===== src/rtl/ddr_iod_dly_pkg.sv =====
// ---------------------------------------------------------------------------
// ddr_iod_dly_pkg
// Shared types for the DDR IOD delay-line controller:
//   op_e        - command opcode encodings presented on the command port
//   state_e     - sequencing FSM states
//   rsp_flags_t - response record (strobe + out-of-range flag)
// ---------------------------------------------------------------------------
package ddr_iod_dly_pkg;

    typedef enum logic [1:0] {
        OP_LOAD  = 2'b00,
        OP_INC   = 2'b01,
        OP_DEC   = 2'b10,
        OP_QUERY = 2'b11
    } op_e;

    typedef enum logic [2:0] {
        ST_IDLE   = 3'd0,
        ST_SETUP  = 3'd1,
        ST_MOVE   = 3'd2,
        ST_SETTLE = 3'd3,
        ST_LOAD   = 3'd4,
        ST_RESP   = 3'd5
    } state_e;

    typedef struct packed {
        logic valid;
        logic oor;
    } rsp_flags_t;

    // True for the opcodes that walk the delay line tap by tap.
    function automatic logic is_step_op(input op_e op);
        return (op == OP_INC) || (op == OP_DEC);
    endfunction

endpackage


===== src/rtl/ddr_iod_dly_settle_timer.sv =====
// ---------------------------------------------------------------------------
// ddr_iod_dly_settle_timer
// Loadable down-counter. i_load (re)starts it; o_done is high for exactly
// one cycle, SETTLE_CYCLES cycles after the load cycle (i.e. during the last
// settle cycle).
// Ports:
//   i_clk   - clock
//   i_rst_n - asynchronous active-low reset
//   i_load  - start a new settle interval
//   o_done  - last settle cycle indicator
// ---------------------------------------------------------------------------
module ddr_iod_dly_settle_timer #(
    parameter int SETTLE_CYCLES = 4
) (
    input  logic i_clk,
    input  logic i_rst_n,
    input  logic i_load,
    output logic o_done
);

    localparam int                CNT_W  = $clog2(SETTLE_CYCLES + 1);
    localparam logic [CNT_W-1:0]  LOAD_V = CNT_W'(SETTLE_CYCLES);
    localparam logic [CNT_W-1:0]  ONE_V  = CNT_W'(1);
    localparam logic [CNT_W-1:0]  ZERO_V = CNT_W'(0);

    logic [CNT_W-1:0] r_cnt;

    // Settle down-counter; parks at zero once the interval has elapsed.
    always_ff @(posedge i_clk or negedge i_rst_n) begin
        if (!i_rst_n) begin
            r_cnt <= ZERO_V;
        end else if (i_load) begin
            r_cnt <= LOAD_V;
        end else if (r_cnt != ZERO_V) begin
            r_cnt <= r_cnt - ONE_V;
        end
    end

    assign o_done = (r_cnt == ONE_V);

endmodule


===== src/rtl/ddr_iod_delay_line_ctrl.sv =====
// ---------------------------------------------------------------------------
// ddr_iod_delay_line_ctrl
// Sequences MOVE/DIRECTION/LOAD of up to NUM_LANES IOD delay lines from a
// single command port, keeps a shadow tap count per lane, spaces MOVE pulses
// by SETTLE_CYCLES and stops on IOD out-of-range or shadow saturation.
// All outputs are registered; their next values are decoded from the next
// FSM state so pins line up with the state they belong to.
// Ports:
//   i_fab_clk / i_arst_n           - clock, async active-low reset
//   i_cmd_valid / o_cmd_ready      - command handshake
//   i_cmd_op / i_cmd_lane / i_cmd_steps - command fields
//   o_rsp_valid / o_rsp_tap / o_rsp_oor - one-cycle response
//   o_delay_line_move/direction/load    - per-lane IOD controls
//   i_delay_line_out_of_range           - per-lane IOD range flag
// ---------------------------------------------------------------------------
module ddr_iod_delay_line_ctrl
    import ddr_iod_dly_pkg::*;
#(
    parameter int NUM_LANES     = 8,
    parameter int TAP_W         = 8,
    parameter int MAX_TAP       = 255,
    parameter int INIT_TAP      = 1,
    parameter int SETTLE_CYCLES = 4
) (
    input  logic                 i_fab_clk,
    input  logic                 i_arst_n,
    input  logic                 i_cmd_valid,
    output logic                 o_cmd_ready,
    input  logic [1:0]           i_cmd_op,
    input  logic [3:0]           i_cmd_lane,
    input  logic [TAP_W-1:0]     i_cmd_steps,
    output logic                 o_rsp_valid,
    output logic [TAP_W-1:0]     o_rsp_tap,
    output logic                 o_rsp_oor,
    output logic [NUM_LANES-1:0] o_delay_line_move,
    output logic [NUM_LANES-1:0] o_delay_line_direction,
    output logic [NUM_LANES-1:0] o_delay_line_load,
    input  logic [NUM_LANES-1:0] i_delay_line_out_of_range
);

    localparam int               IDX_W     = (NUM_LANES > 1) ? $clog2(NUM_LANES) : 1;
    localparam logic [4:0]       LANES_V   = 5'(NUM_LANES);
    localparam logic [TAP_W-1:0] MAX_TAP_V = TAP_W'(MAX_TAP);
    localparam logic [TAP_W-1:0] INIT_V    = TAP_W'(INIT_TAP);
    localparam logic [TAP_W-1:0] ONE_V     = TAP_W'(1);
    localparam logic [TAP_W-1:0] ZERO_V    = TAP_W'(0);

    state_e               r_state, w_state_nxt;
    op_e                  r_op, w_op_nxt, w_cmd_op;
    logic [IDX_W-1:0]     r_lane, w_lane_nxt, w_cmd_idx, w_lane_sel;
    logic [TAP_W-1:0]     r_remain, w_remain_nxt;
    logic [TAP_W-1:0]     r_shadow [NUM_LANES];
    logic [TAP_W-1:0]     w_shadow_rd, w_step_tap, w_sh_wdata;
    logic                 w_sh_we, w_bad_lane, w_settle_done, w_timer_load;
    logic                 r_cmd_ready, w_ready_nxt;
    logic [NUM_LANES-1:0] r_move, r_dir, r_load, w_move_nxt, w_dir_nxt, w_load_nxt, w_lane_bit;
    rsp_flags_t           r_rsp, w_rsp_nxt;
    logic [TAP_W-1:0]     r_rsp_tap, w_rsp_tap_nxt;

    // Next step would push the shadow past either end of the legal range.
    function automatic logic f_saturated(input op_e op, input logic [TAP_W-1:0] tap);
        return ((op == OP_INC) && (tap == MAX_TAP_V)) || ((op == OP_DEC) && (tap == ZERO_V));
    endfunction

    assign w_cmd_op     = op_e'(i_cmd_op);
    assign w_cmd_idx    = i_cmd_lane[IDX_W-1:0];
    assign w_bad_lane   = ({1'b0, i_cmd_lane} >= LANES_V);
    // In IDLE the shadow is read for the lane on the command port (QUERY).
    assign w_lane_sel   = (r_state == ST_IDLE) ? w_cmd_idx : r_lane;
    assign w_shadow_rd  = r_shadow[w_lane_sel];
    assign w_step_tap   = (r_op == OP_INC) ? (w_shadow_rd + ONE_V) : (w_shadow_rd - ONE_V);
    assign w_timer_load = (r_state == ST_MOVE);

    ddr_iod_dly_settle_timer #(
        .SETTLE_CYCLES (SETTLE_CYCLES)
    ) u_settle_timer (
        .i_clk   (i_fab_clk),
        .i_rst_n (i_arst_n),
        .i_load  (w_timer_load),
        .o_done  (w_settle_done)
    );

    // Next-state, shadow update and next-output decode.
    always_comb begin
        w_state_nxt   = r_state;
        w_op_nxt      = r_op;
        w_lane_nxt    = r_lane;
        w_remain_nxt  = r_remain;
        w_sh_we       = 1'b0;
        w_sh_wdata    = w_step_tap;
        w_rsp_nxt     = '{valid: 1'b0, oor: 1'b0};
        w_rsp_tap_nxt = ZERO_V;
        case (r_state)
            ST_IDLE: begin
                if (i_cmd_valid) begin
                    w_op_nxt     = w_cmd_op;
                    w_lane_nxt   = w_cmd_idx;
                    w_remain_nxt = i_cmd_steps;
                    if (w_bad_lane) begin
                        w_state_nxt = ST_RESP;
                        w_rsp_nxt   = '{valid: 1'b1, oor: 1'b1};
                    end else if (w_cmd_op == OP_LOAD) begin
                        w_state_nxt = ST_LOAD;
                    end else if (is_step_op(w_cmd_op) && (i_cmd_steps != ZERO_V)) begin
                        w_state_nxt = ST_SETUP;
                    end else begin
                        w_state_nxt   = ST_RESP;
                        w_rsp_nxt     = '{valid: 1'b1, oor: 1'b0};
                        w_rsp_tap_nxt = w_shadow_rd;
                    end
                end else begin
                    w_state_nxt = ST_IDLE;
                end
            end
            ST_SETUP: begin
                if (f_saturated(r_op, w_shadow_rd)) begin
                    w_state_nxt   = ST_RESP;
                    w_rsp_nxt     = '{valid: 1'b1, oor: 1'b1};
                    w_rsp_tap_nxt = w_shadow_rd;
                end else begin
                    w_state_nxt = ST_MOVE;
                end
            end
            ST_MOVE: begin
                w_state_nxt = ST_SETTLE;
            end
            ST_SETTLE: begin
                if (!w_settle_done) begin
                    w_state_nxt = ST_SETTLE;
                end else if (i_delay_line_out_of_range[r_lane]) begin
                    // IOD refused the move: shadow keeps its old value.
                    w_state_nxt   = ST_RESP;
                    w_rsp_nxt     = '{valid: 1'b1, oor: 1'b1};
                    w_rsp_tap_nxt = w_shadow_rd;
                end else begin
                    w_sh_we      = 1'b1;
                    w_remain_nxt = r_remain - ONE_V;
                    if (r_remain == ONE_V) begin
                        w_state_nxt   = ST_RESP;
                        w_rsp_nxt     = '{valid: 1'b1, oor: 1'b0};
                        w_rsp_tap_nxt = w_step_tap;
                    end else if (f_saturated(r_op, w_step_tap)) begin
                        // Saturation is judged on the value just committed.
                        w_state_nxt   = ST_RESP;
                        w_rsp_nxt     = '{valid: 1'b1, oor: 1'b1};
                        w_rsp_tap_nxt = w_step_tap;
                    end else begin
                        w_state_nxt = ST_MOVE;
                    end
                end
            end
            ST_LOAD: begin
                w_sh_we       = 1'b1;
                w_sh_wdata    = INIT_V;
                w_state_nxt   = ST_RESP;
                w_rsp_nxt     = '{valid: 1'b1, oor: 1'b0};
                w_rsp_tap_nxt = INIT_V;
            end
            ST_RESP: begin
                w_state_nxt = ST_IDLE;
            end
            default: begin
                w_state_nxt = ST_IDLE;
            end
        endcase

        w_lane_bit  = NUM_LANES'(1'b1) << w_lane_nxt;
        w_ready_nxt = (w_state_nxt == ST_IDLE);
        w_move_nxt  = (w_state_nxt == ST_MOVE) ? w_lane_bit : {NUM_LANES{1'b0}};
        w_load_nxt  = (w_state_nxt == ST_LOAD) ? w_lane_bit : {NUM_LANES{1'b0}};
        // DIRECTION holds from SETUP through the last SETTLE and drops in RESP.
        w_dir_nxt   = (((w_state_nxt == ST_SETUP) || (w_state_nxt == ST_MOVE) ||
                        (w_state_nxt == ST_SETTLE)) && (w_op_nxt == OP_INC)) ?
                      w_lane_bit : {NUM_LANES{1'b0}};
    end

    // FSM state and latched command context.
    always_ff @(posedge i_fab_clk or negedge i_arst_n) begin
        if (!i_arst_n) begin
            r_state  <= ST_IDLE;
            r_op     <= OP_QUERY;
            r_lane   <= {IDX_W{1'b0}};
            r_remain <= ZERO_V;
        end else begin
            r_state  <= w_state_nxt;
            r_op     <= w_op_nxt;
            r_lane   <= w_lane_nxt;
            r_remain <= w_remain_nxt;
        end
    end

    // Per-lane shadow tap counts.
    always_ff @(posedge i_fab_clk or negedge i_arst_n) begin
        if (!i_arst_n) begin
            for (int i = 0; i < NUM_LANES; i++) begin
                r_shadow[i] <= INIT_V;
            end
        end else if (w_sh_we) begin
            r_shadow[r_lane] <= w_sh_wdata;
        end
    end

    // Registered pin and response outputs.
    always_ff @(posedge i_fab_clk or negedge i_arst_n) begin
        if (!i_arst_n) begin
            r_cmd_ready <= 1'b1;
            r_move      <= {NUM_LANES{1'b0}};
            r_dir       <= {NUM_LANES{1'b0}};
            r_load      <= {NUM_LANES{1'b0}};
            r_rsp       <= '{valid: 1'b0, oor: 1'b0};
            r_rsp_tap   <= ZERO_V;
        end else begin
            r_cmd_ready <= w_ready_nxt;
            r_move      <= w_move_nxt;
            r_dir       <= w_dir_nxt;
            r_load      <= w_load_nxt;
            r_rsp       <= w_rsp_nxt;
            r_rsp_tap   <= w_rsp_tap_nxt;
        end
    end

    assign o_cmd_ready            = r_cmd_ready;
    assign o_delay_line_move      = r_move;
    assign o_delay_line_direction = r_dir;
    assign o_delay_line_load      = r_load;
    assign o_rsp_valid            = r_rsp.valid;
    assign o_rsp_oor              = r_rsp.oor;
    assign o_rsp_tap              = r_rsp_tap;

endmodule


===== config.mk =====
export PLATFORM = sky130hd
export DESIGN_NAME = ddr_iod_delay_line_ctrl
export DESIGN_NICKNAME = d
export VERILOG_FILES = /design/src/rtl/ddr_iod_dly_pkg.sv /design/src/rtl/ddr_iod_dly_settle_timer.sv /design/src/rtl/ddr_iod_delay_line_ctrl.sv
export SDC_FILE = /design/constraint.sdc
export NUM_CORES = 1
export LEC_CHECK = 0
export CAP_MARGIN = 0
export CORE_MARGIN = 1.5
export CORE_UTILIZATION = 40
export CTS_BUF_LIST = sky130_fd_sc_hd__clkbuf_4 sky130_fd_sc_hd__clkbuf_8
export DETAILED_ROUTE_END_ITERATION = 10
export PLACE_DENSITY = 0.62
export SLEW_MARGIN = 0
export SYNTH_ARGS = -nofsm -noshare
export SYNTH_HDL_FRONTEND = slang
export SYNTH_SLANG_ARGS = --single-unit

===== constraint.sdc =====
create_clock -name i_fab_clk -period 8.3 [get_ports i_fab_clk]
set_input_delay 1.245 -clock i_fab_clk [delete_from_list [all_inputs] [get_ports i_fab_clk]]
set_output_delay 1.245 -clock i_fab_clk [all_outputs]
set_load 0.03 [all_outputs]

==> results.py <==
# Synthesis and PnR figures
metrics = {
    "clock_tree": {
        "post-cts-setup-buffer-count": 0,
        "cts_max_level": 4,
        "insertion_delay_ns": 0.45,
        "clockBufferDepth": 2,
    },
    "layout": {
        "dominant_cells": "combinational gates",
        "instances_no_fill": 938,
        "layout-drive-gt1-share_pct": 17.0,
        "flop_area_um2": 2970,
        "buffers_excl_clock": 63,
        "largest_register_ffs": 64,
        "sh_comb_area_pct": 44.3,
        "stdcell_area_um2": 7860,
        "top_register": "r_shadow",
        "fillerInstances": 1528,
        "utilization_pct": 47.7,
        "clockNetworkAreaShare_pct": 5.64,
        "final-comb-area_um2": 3480,
        "lay_top_count": "dfrtp_1",
        "seq_area_share_pct": 37.8,
        "fin_nets": 744,
        "final_cell_mix": "107 x dfrtp_1, 61 x nor2_1, 59 x nand2_1",
    },
    "yosys": {
        "most_common_cell": "dfrtp_1",
        "ys_warn_count": 0,
        "xor_area_share_pct": 1.31,
        "topCombFamilyByArea": "multiplexers",
        "synth_top_area_share_pct": 40.1,
        "syn_avg_cell_area_um2": 10.1,
        "async_flop_share_pct": 100,
        "ys_sh_simple_pct": 16.0,
        "synth_top_cell_by_area": "dfrtp_1",
        "syn_area_um2": 6680,
        "synth_cell_types": 71,
        "ys_seq_share_pct": 44.4,
        "synth_nets": 697,
        "synthAoiAreaFrac_pct": 12.9,
        "numSynthFlops": 118,
        "mux_area_share_pct": 19.3,
        "ys_cells": 659,
        "synth-edff-count": 0,
    },
    "setup_path": {
        "crit_chain": "clkdlybuf4s50_1, or4b_4, nand2_2, mux4_2, nand2_1, nand2_1, ha_1, a21oi_1, o21ai_1, a221o_1, a31oi_1, xnor2_1, xnor2_1, mux2i_1, and2_1, a22o_1",
        "r2r_start": "r_state[2]",
        "worstPathRequired_ns": 8.68,
        "critPathBufInv": 1,
        "critPathKind": "input port to flip-flop",
        "path_delay_family": "simple AND/OR/NAND/NOR gates",
        "worstSetupStartpointType": "input port",
        "cpPeakStageDelay_ns": 0.86,
    },
    "timing": {
        "period_minus_slack_ns": 6.11,
        "finalCritPeriodShare_pct": 73.7,
        "tns_ns": 0,
        "clock.fmax_mhz": 164,
        "hold_viol_final": 0,
        "relSlewSlack_pct": 27.5,
        "rsz0062_at_grt": "false",
        "slew_violations": 0,
    },
    "min_path": {
        "min_path_cells": 2,
        "hold_path_class": "flip-flop to flip-flop",
    },
    "routing": {
        "dr_wl_met2_mm": 8.80,
        "ant_nets": 0,
        "wl_per_cell_um": 18.9,
        "wl_met1_mm": 7.71,
        "wl_mm": 17.7,
        "wl_met3_um": 886,
        "drtIter0Drc": 565,
        "vias": 5361,
        "top_layer": "met4",
        "drc": 0,
    },
    "power": {
        "leakage_uw": 0.00339,
        "peakVddDrop_uv": 186,
    },
    "die": {
        "dieHeight_um": 132,
        "fp_util_pct": 40.6,
        "core_area_um2": 16500,
        "dieArea_um2": 17500,
        "io_pins": 60,
    },
    "outcome": {
        "status": "finished, final reports clean",
    },
    "placed_design": {
        "post-place-ws_ns": 1.81,
        "post-place-cells": 907,
        "dpl_cell_area_um2": 7410,
        "io_buffers": 59,
    },
    "global_route": {
        "grtUsageTotal_pct": 21.2,
        "grt_max_degree": 70,
    },
}
worst max path at each step:
stage	end	depth (start not counted)	start	slack, ns
after CTS	o_rsp_tap[5]	16	i_cmd_lane[1]	2.29
final	o_rsp_tap[5]	16	i_cmd_lane[1]	2.19
after floorplan	o_delay_line_direction[0]	16	i_cmd_lane[0]	3.26
after detailed placement	o_rsp_tap[5]	16	i_cmd_lane[1]	1.81
after global routing	o_delay_line_direction[4]	16	i_cmd_lane[1]	1.93
after global placement	o_rsp_tap[1]	16	i_cmd_lane[1]	1.98
report_power, final:
part	switching, µW	internal [µW]
registers	179	767
clock network	242	345
logic	1300	743
Fig. 1: signal wires on met1
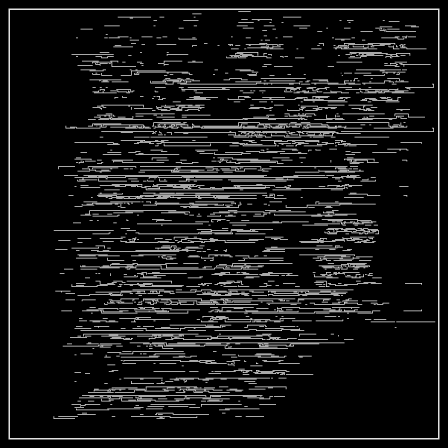
main direction	horizontal
wire length on this layer	7710 µm
share of all routed wire	43%
nets with wire on the layer	693

Fig. 2: met2 routing
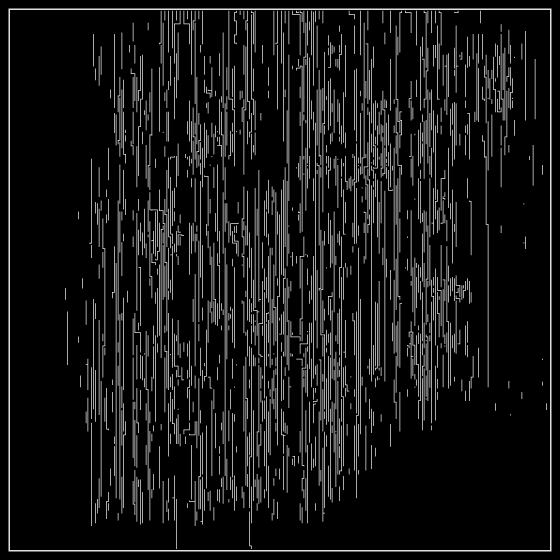
nets with wire on the layer	634
main direction	vertical
share of all routed wire	50%

Fig. 3: M3 wires
Scale bar: 50 µm. Cells faint in the background.
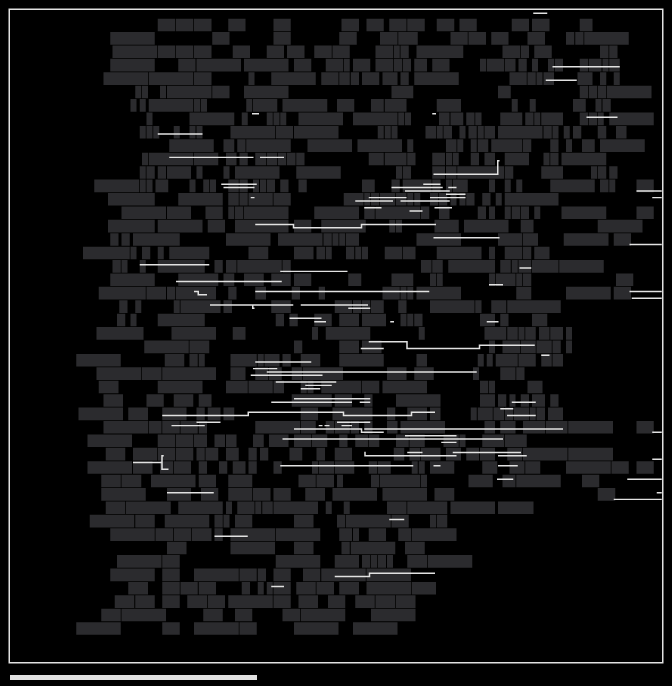
wire length on this layer	887 µm
longest straight run	44.4 µm
main direction	horizontal
nets with wire on the layer	72

Fig. 4: met4 routing
Scale bar: 50 µm.
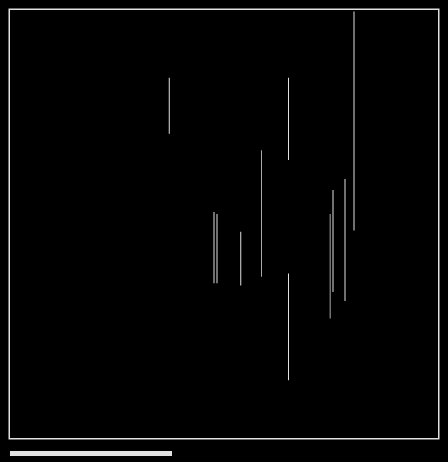
wire length on this layer	341 µm
nets with wire on the layer	8
share of all routed wire	1.9%

Fig. 5: routing congestion
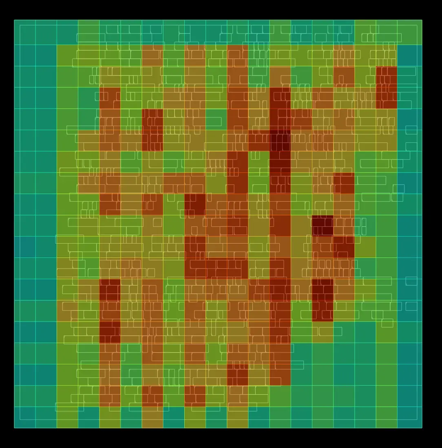
global routing's busiest layer: met2
met2 GRT Util: 35.1%
GRT met3 Usage: 3.92%
met1 Use GR: 27.5%

No activity file was given, so power comes from the tool's default toggle rates.
